==> config.mk <==
export PLATFORM = sky130hd
export DESIGN_NAME = updslow_iq_packer
export DESIGN_NICKNAME = d
export VERILOG_FILES = /design/src/rtl/updslow_pkg.sv /design/src/rtl/updslow_lane_packer.sv /design/src/rtl/updslow_iq_packer.sv
export SDC_FILE = /design/constraint.sdc
export NUM_CORES = 1
export LEC_CHECK = 0
export ABC_AREA = 1
export CAP_MARGIN = 20
export CELL_PAD_IN_SITES_DETAIL_PLACEMENT = 1
export CELL_PAD_IN_SITES_GLOBAL_PLACEMENT = 1
export CORE_UTILIZATION = 42
export CTS_CLUSTER_DIAMETER = 30
export DETAILED_ROUTE_END_ITERATION = 7
export PLACE_DENSITY = 0.79
export SETUP_SLACK_MARGIN = 0.05
export SLEW_MARGIN = 10
export SYNTH_ARGS = -nofsm -noshare
export SYNTH_HDL_FRONTEND = slang
export SYNTH_SLANG_ARGS = --single-unit
==> constraint.sdc <==
create_clock -name i_core_clk -period 49.4 [get_ports i_core_clk]
set_input_delay 9.88 -clock i_core_clk [delete_from_list [all_inputs] [get_ports i_core_clk]]
set_output_delay 9.88 -clock i_core_clk [all_outputs]
set_load 0.1 [all_outputs]
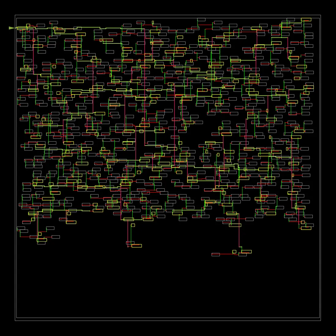
*Clock routing, run 1*
CTS Buf Count: 120
clk_buf instances: 155

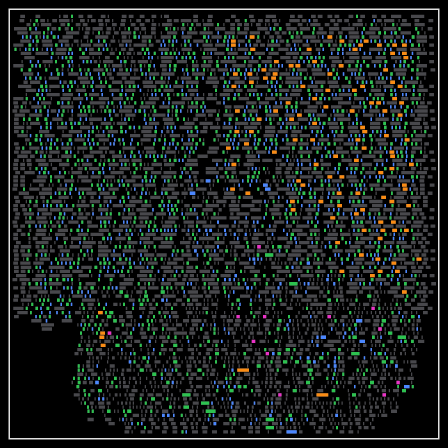
*Gate families picked out, run 1*
legend:
  mux cells:
    colour: orange
    cells: 118
    most_used: mux2i_1
  nor cells:
    colour: blue
    cells: 863
    most_used: nor2_1
    where: widely spread
  aoi and oai cells:
    colour: green
    cells: 1108
    most_used: a21oi_1
    where: widely spread
  non-inverting ao/oa cells:
    colour: magenta
    cells: 12
    most_used: a21o_1
Final Non-Filler Cells: 6107
most frequent logic cell in the layout: nor2_1

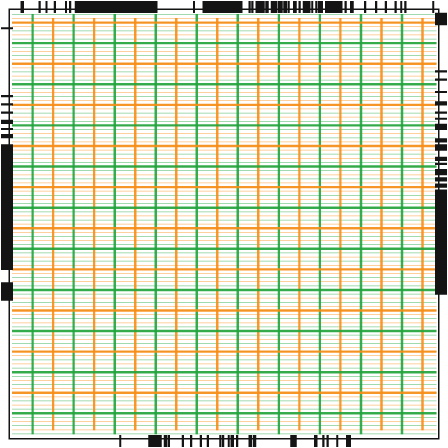
*PDN straps and rails, run 1*
Pins as bars on the die edge.
legend:
  VDD:
    colour: orange
  VSS:
    colour: green
met4 straps: 20
rows: 102
met1 rails: 103
Die W: 283 um
Core Box Area: 0.0778 mm^2
Die H: 283 um
Worst VDD drop: 0.0000274 V

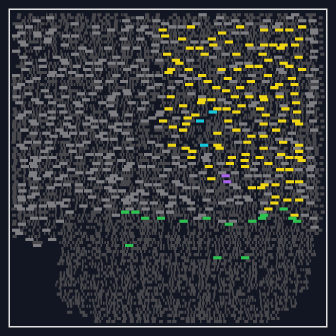
*Where the registers sit, run 1*
Other sequential cells in the stronger grey, the rest of the logic in the fainter grey.
legend:
  `noise_target_reg`:
    colour: green
    flops: 16
  `u_noise_packer.item_cnt_reg`:
    colour: cyan
    flops: 3
  `u_noise_packer.acc_reg`:
    colour: yellow
    flops: 128
  `state_reg`:
    colour: purple
    flops: 2
Sequential cell area: 0.0117 mm^2
Post-Route Utilization: 53.2%
flop share of the area: 28.3%
Seq power: 494 uW

==> metrics.yaml, run 1 <==
min_path:
  hp-class: "reg -> reg"
  whs_path_depth: 2
route:
  wirelength_um: 122000
  top_layer: "met4"
  initialDrtViolationCount: 1909
  first_pass_iters: 5
  wl_met3_um: 5330
  ant_nets: 0
  vias: 33400
  drc: 0
  viasPerCell: 5.46
  wl_met1_um: 55500
  wl_per_cell_um: 20.0
  met2_length_um: 57000
global_routing:
  grtUsageMet3_pct: 4.74
  grt_overflow: 0
  grt_usage_pct: 29.4
  grt_pass1_vias: 33500
  antenna_found_initial: 1
  grt_use_met2_pct: 48.8
  top_usage_layer: "met2"
  grt_pass1_wl_um: 189000
  grtUsageMet1_pct: 38.2
  grt_start_max_net_pins: 104
synth:
  yosysWarningCount: 0
  common_cells: "nor2_1 (801), nand2_1 (794), dfxtp_1 (586)"
  synthFlopType: "dfxtp_1"
  synth_flops: 586
  ys_cells: 4728
  synthDominantCellAreaShare_pct: 35.4
  avgSynthCellArea_um2: 7.02
  yosys-stat-area_mm2: 0.0332
  topCellsByArea: "dfxtp_1 (35%), nor2_1 (9.1%), nand2_1 (9.0%)"
  synth_area_mm2: 0.0332
  yosysUniqueCellTypes: 62
  synth_top_cell_by_area: "dfxtp_1"
  synthCells: 4728
  synth_seq_share_pct: 35.4
  synth_async_sr_flop_share_pct: 0
  top_cell: "nor2_1"
  synth-edff-count: 0
  floorplan.nets: 5018
sta:
  hold_viol: 0
  fin_ws_ns: 5.05
  period_used_pct: 89.8
  skew_ns: 0.0317
  fin_worst_hold_slack_ns: 0.462
  finalCriticalPeriod_ns: 44.35
  rsz0062_at_grt: "false"
  slew_viol_final: 0
  fmax_mhz: 22.5
  relSlewSlack_pct: 18.9
  tns_ns: 0
  tightest_slew_ns: 1.21
  finalSetupViolations: 0
critical_path:
  required_ns: 49.92
  crit_family: "simple AND/OR/NAND/NOR gates"
  cp_common_cell: "nand2_1"
  arrival_ns: 44.88
  rrSetupSlack_ns: 43.30
  cp_num_buf_inv: 37
  critPathMaxStageDelay_ns: 0.69
  cp-end-kind: "flop"
  crit_fanout: 19
  reg2reg_depth: 16
  slowest_stage: "clkinv_1"
  critPathKind: "in -> reg"
  cp-start-kind: "input port"
  cp.depth: 243
pwr:
  pwr-share-clk_pct: 42.1
  pwr-share-seq_pct: 25.7
  p_sw_share_pct: 36.6
  p_int_mw: 1.22
  p_clk_uw: 809
  leakagePower_nw: 16.9
  power_leader: "clock"
  power_mw: 1.92
  p_sw_uw: 703
  p_per_area_mw_per_mm2: 46.3
  powerComb_uw: 617
  combPwrFrac_pct: 32.1
layout:
  final.fill_count: 9810
  drive_above_1_share_pct: 8.11
  syn_to_final_growth_pct: 25.0
  finalInstanceArea_mm2: 0.0415
  final_nets: 5255
  lay_top_cells: "nor2_1 (799), nand2_1 (788), dfxtp_1 (586)"
clock_network:
  cts_root_buffer: "clkbuf_16"
  holdBufCountCts: 0
  clkSinkCount: 586
  path_clk_slew_ns: 0.05
  cts_tree: "yes"
  postCtsSetupBuffers: 0
  h-tree-depth: 3
  cts_resized: 0
  clock_path_buffers: 3
  clk_latency_ns: 0.71
flow_run:
  tool_warnings: 43
  maxCapViolCount: 0
place:
  io_buffers: 349
  dp_hpwl_um: 82600
  pre_cts_ws_ns: 4.59
  dp.cells: 5880
  gp_congestion: 0.923
  dpl-instance-area_mm2: 0.0373
run_status:
  status: "finished clean"
floorplanning:
  ios: 350
  rows: 102
  fp_util_pct: 42.6
  fp.dieArea_mm2: 0.0801
run 1: cells by family after synthesis:
family | count (synthesis) | share of synthesized area, %
AOI/OAI and AO/OA | 1120 | 18.7
xor gates and xnor gates | 111 | 2.93
adders and majority gates | 203 | 7.68
buffers and inverters | 652 | 7.62
DFF | 586 | 35.4
muxes | 118 | 3.64
and+or+nand+nor | 1938 | 24.1
run 1: cell type report:
class	instances	area (um^2)	share of cell area, %
antenna	2	5.00	0.0121
timing repair buffer	393	3880	9.37
inverter	374	1400	3.39
sequential	586	11700	28.3
tap	1040	1300	3.14
multi-input combinational	3490	19000	45.8
clock buffer	155	3300	7.97
clock inverter	67	825	1.99
--- run 2 (diff from run 1) ---
--- a/config.mk
+++ b/config.mk
@@ -12,6 +12,7 @@
 export CORE_UTILIZATION = 42
 export CTS_CLUSTER_DIAMETER = 30
 export DETAILED_ROUTE_END_ITERATION = 7
+export GPL_ROUTABILITY_DRIVEN = 0
 export PLACE_DENSITY = 0.79
 export SETUP_SLACK_MARGIN = 0.05
 export SLEW_MARGIN = 10
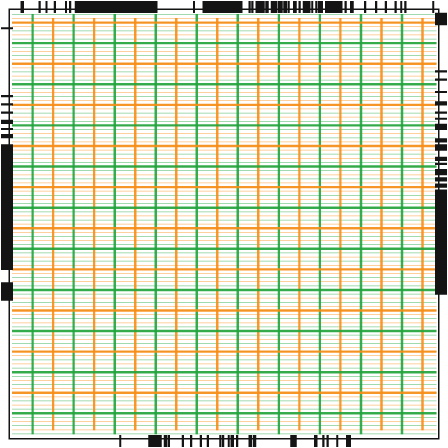
*PDN straps and rails, run 2*
Pins as bars on the die edge.
legend:
  VSS:
    colour: green
  VDD:
    colour: orange
signal pins: 350
met4 straps: 20
met1 rails: 103
Worst VDD drop: 0.0000308 V

==> run 2 against run 1 <==
Compared with the run above: die size is the same; maximum frequency down 0.79%; setup slack worse by 0.35 ns; hold slack is essentially flat; design area up 0.65%; core utilization rose by 0.35 points; count of clock-buffer cells in the layout fell by 8; highest routed layer unchanged.
==> metrics.yaml, run 2 <==
run_status:
  status: "finished clean"
synth:
  yosysWarningCount: 0  # unchanged
  synth_top_cell_by_area: "dfxtp_1"
  synth_async_sr_flop_share_pct: 0  # unchanged
  synthDominantCellAreaShare_pct: 35.4  # unchanged
  floorplan.nets: 5018  # unchanged
  common_cells: "nor2_1 (801), nand2_1 (794), dfxtp_1 (586)"
  synth_area_mm2: 0.0332  # unchanged
  ys_sh_adder_pct: 7.68  # unchanged
  synth-edff-count: 0  # unchanged
  yosys-stat-area_mm2: 0.0332  # unchanged
  topCellsByArea: "dfxtp_1 (35%), nor2_1 (9.1%), nand2_1 (9.0%)"
  synth_flops: 586  # unchanged
  simple_gate_area_share_pct: 24.1  # unchanged
  yosysUniqueCellTypes: 62  # unchanged
  avgSynthCellArea_um2: 7.02  # unchanged
clock_network:
  h-tree-depth: 3  # unchanged
  path_clk_slew_ns: 0.05  # about the same
  numCtsBuffers: 121  # +0.83%
  cts_tree: "yes"
  cts_root_buffer: "clkbuf_16"
  clock_path_buffers: 3  # unchanged
place:
  dp.cells: 5878  # -0.034%
  io_buffers: 349  # unchanged
  dpl-instance-area_mm2: 0.0372  # about the same
sta:
  finalCriticalPeriod_ns: 44.71  # +0.354 ns
  period_used_pct: 90.5  # +0.72 points
  hold_viol: 0  # unchanged
  fmax_mhz: 22.4  # -0.79%
  fin_worst_hold_slack_ns: 0.462  # -0.000454 ns
  tns_ns: 0  # unchanged
  fin_ws_ns: 4.69  # -0.354 ns
floorplanning:
  fp.dieArea_mm2: 0.0801  # unchanged
  rows: 102  # unchanged
pwr:
  p_int_mw: 1.28  # +5.5%
  leakagePower_nw: 17.1  # +0.75%
  seq_power_uw: 494  # about the same
  p_per_area_mw_per_mm2: 47.3  # +2.2%
  combPwrFrac_pct: 31.3  # -0.8 points
  pwr-share-clk_pct: 43.7  # +1.6 points
  pwr-share-seq_pct: 25.0  # -0.7 points
  p_clk_uw: 862  # +6.6%
critical_path:
  cp-start-kind: "input port"
  reg2reg_depth: 15  # -1
  crit_fanout: 19  # unchanged
  arrival_ns: 45.23  # +0.35 ns
  slowest_stage: "clkinv_1"
route:
  initialDrtViolationCount: 2240  # +17%
  wirelength_um: 122000  # -0.44%
  ant_nets: 0  # unchanged
  first_pass_iters: 5  # unchanged
layout:
  fin_util_pct: 53.6  # +0.35 points
  final_common_cell: "nor2_1"
  syn_to_final_growth_pct: 25.8
  lay_top_cells: "nor2_1 (799), nand2_1 (788), dfxtp_1 (586)"
  finalInstanceArea_mm2: 0.0417  # +0.65%
  drive_above_1_share_pct: 8.39  # +0.27 points
global_routing:
  antenna_found_initial: 1  # unchanged
  grt_pass1_vias: 33700  # +0.75%
  grtUsageMet3_pct: 4.41  # -0.33 points
  grt_start_max_net_pins: 119  # +14%
  grt_pass1_wl_um: 189000  # -0.22%
  grt_overflow: 0  # unchanged
min_path:
  hp-class: "reg -> reg"
flow_run:
  maxCapViolCount: 0  # unchanged
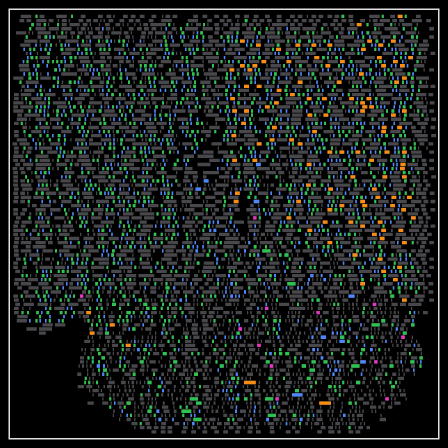
*Gate families picked out, run 2*
legend:
  mux cells:
    colour: orange
    cells: 118
    most_used: mux2i_1
  aoi and oai cells:
    colour: green
    cells: 1108
    most_used: a21oi_1
    where: widely spread
  nor cells:
    colour: blue
    cells: 863
    most_used: nor2_1
    where: widely spread
  non-inverting ao/oa cells:
    colour: magenta
    cells: 12
    most_used: a21o_1
Final Non-Filler Cells: 6109
logic share of the area: 45.5%

-- run 2: cell counts after synthesis --
No cell type changed its count.
-- run 2: area by class of cell --
class	instances	area (um^2)
clock inverter	78	1040
timing repair buffer	393	3920
inverter	374	1400
fill	9824	36100
clock buffer	147	3330
tap	1040	1300
antenna	1	2.50
sequential	586	11700
multi-input combinational	3490	19000
-- run 2: critical path, delay by kind of cell --
kind	cells	cell delay [ns]
AND-OR/OR-AND	61	10.68
adder cells (fa/ha/maj)	19	5.58
buffers and inverters	37	5.75
AND/OR/NAND/NOR	127	13.25
-- run 2: metal layers --
layer / routed length [um] / part of all wire [%]
met2: 56900 / 47
met1: 54100 / 44
met5: 0 / 0
met3: 5900 / 4.9
met4: 4680 / 3.8
Power figures rest on the tool's default switching activity, not on a simulated workload.
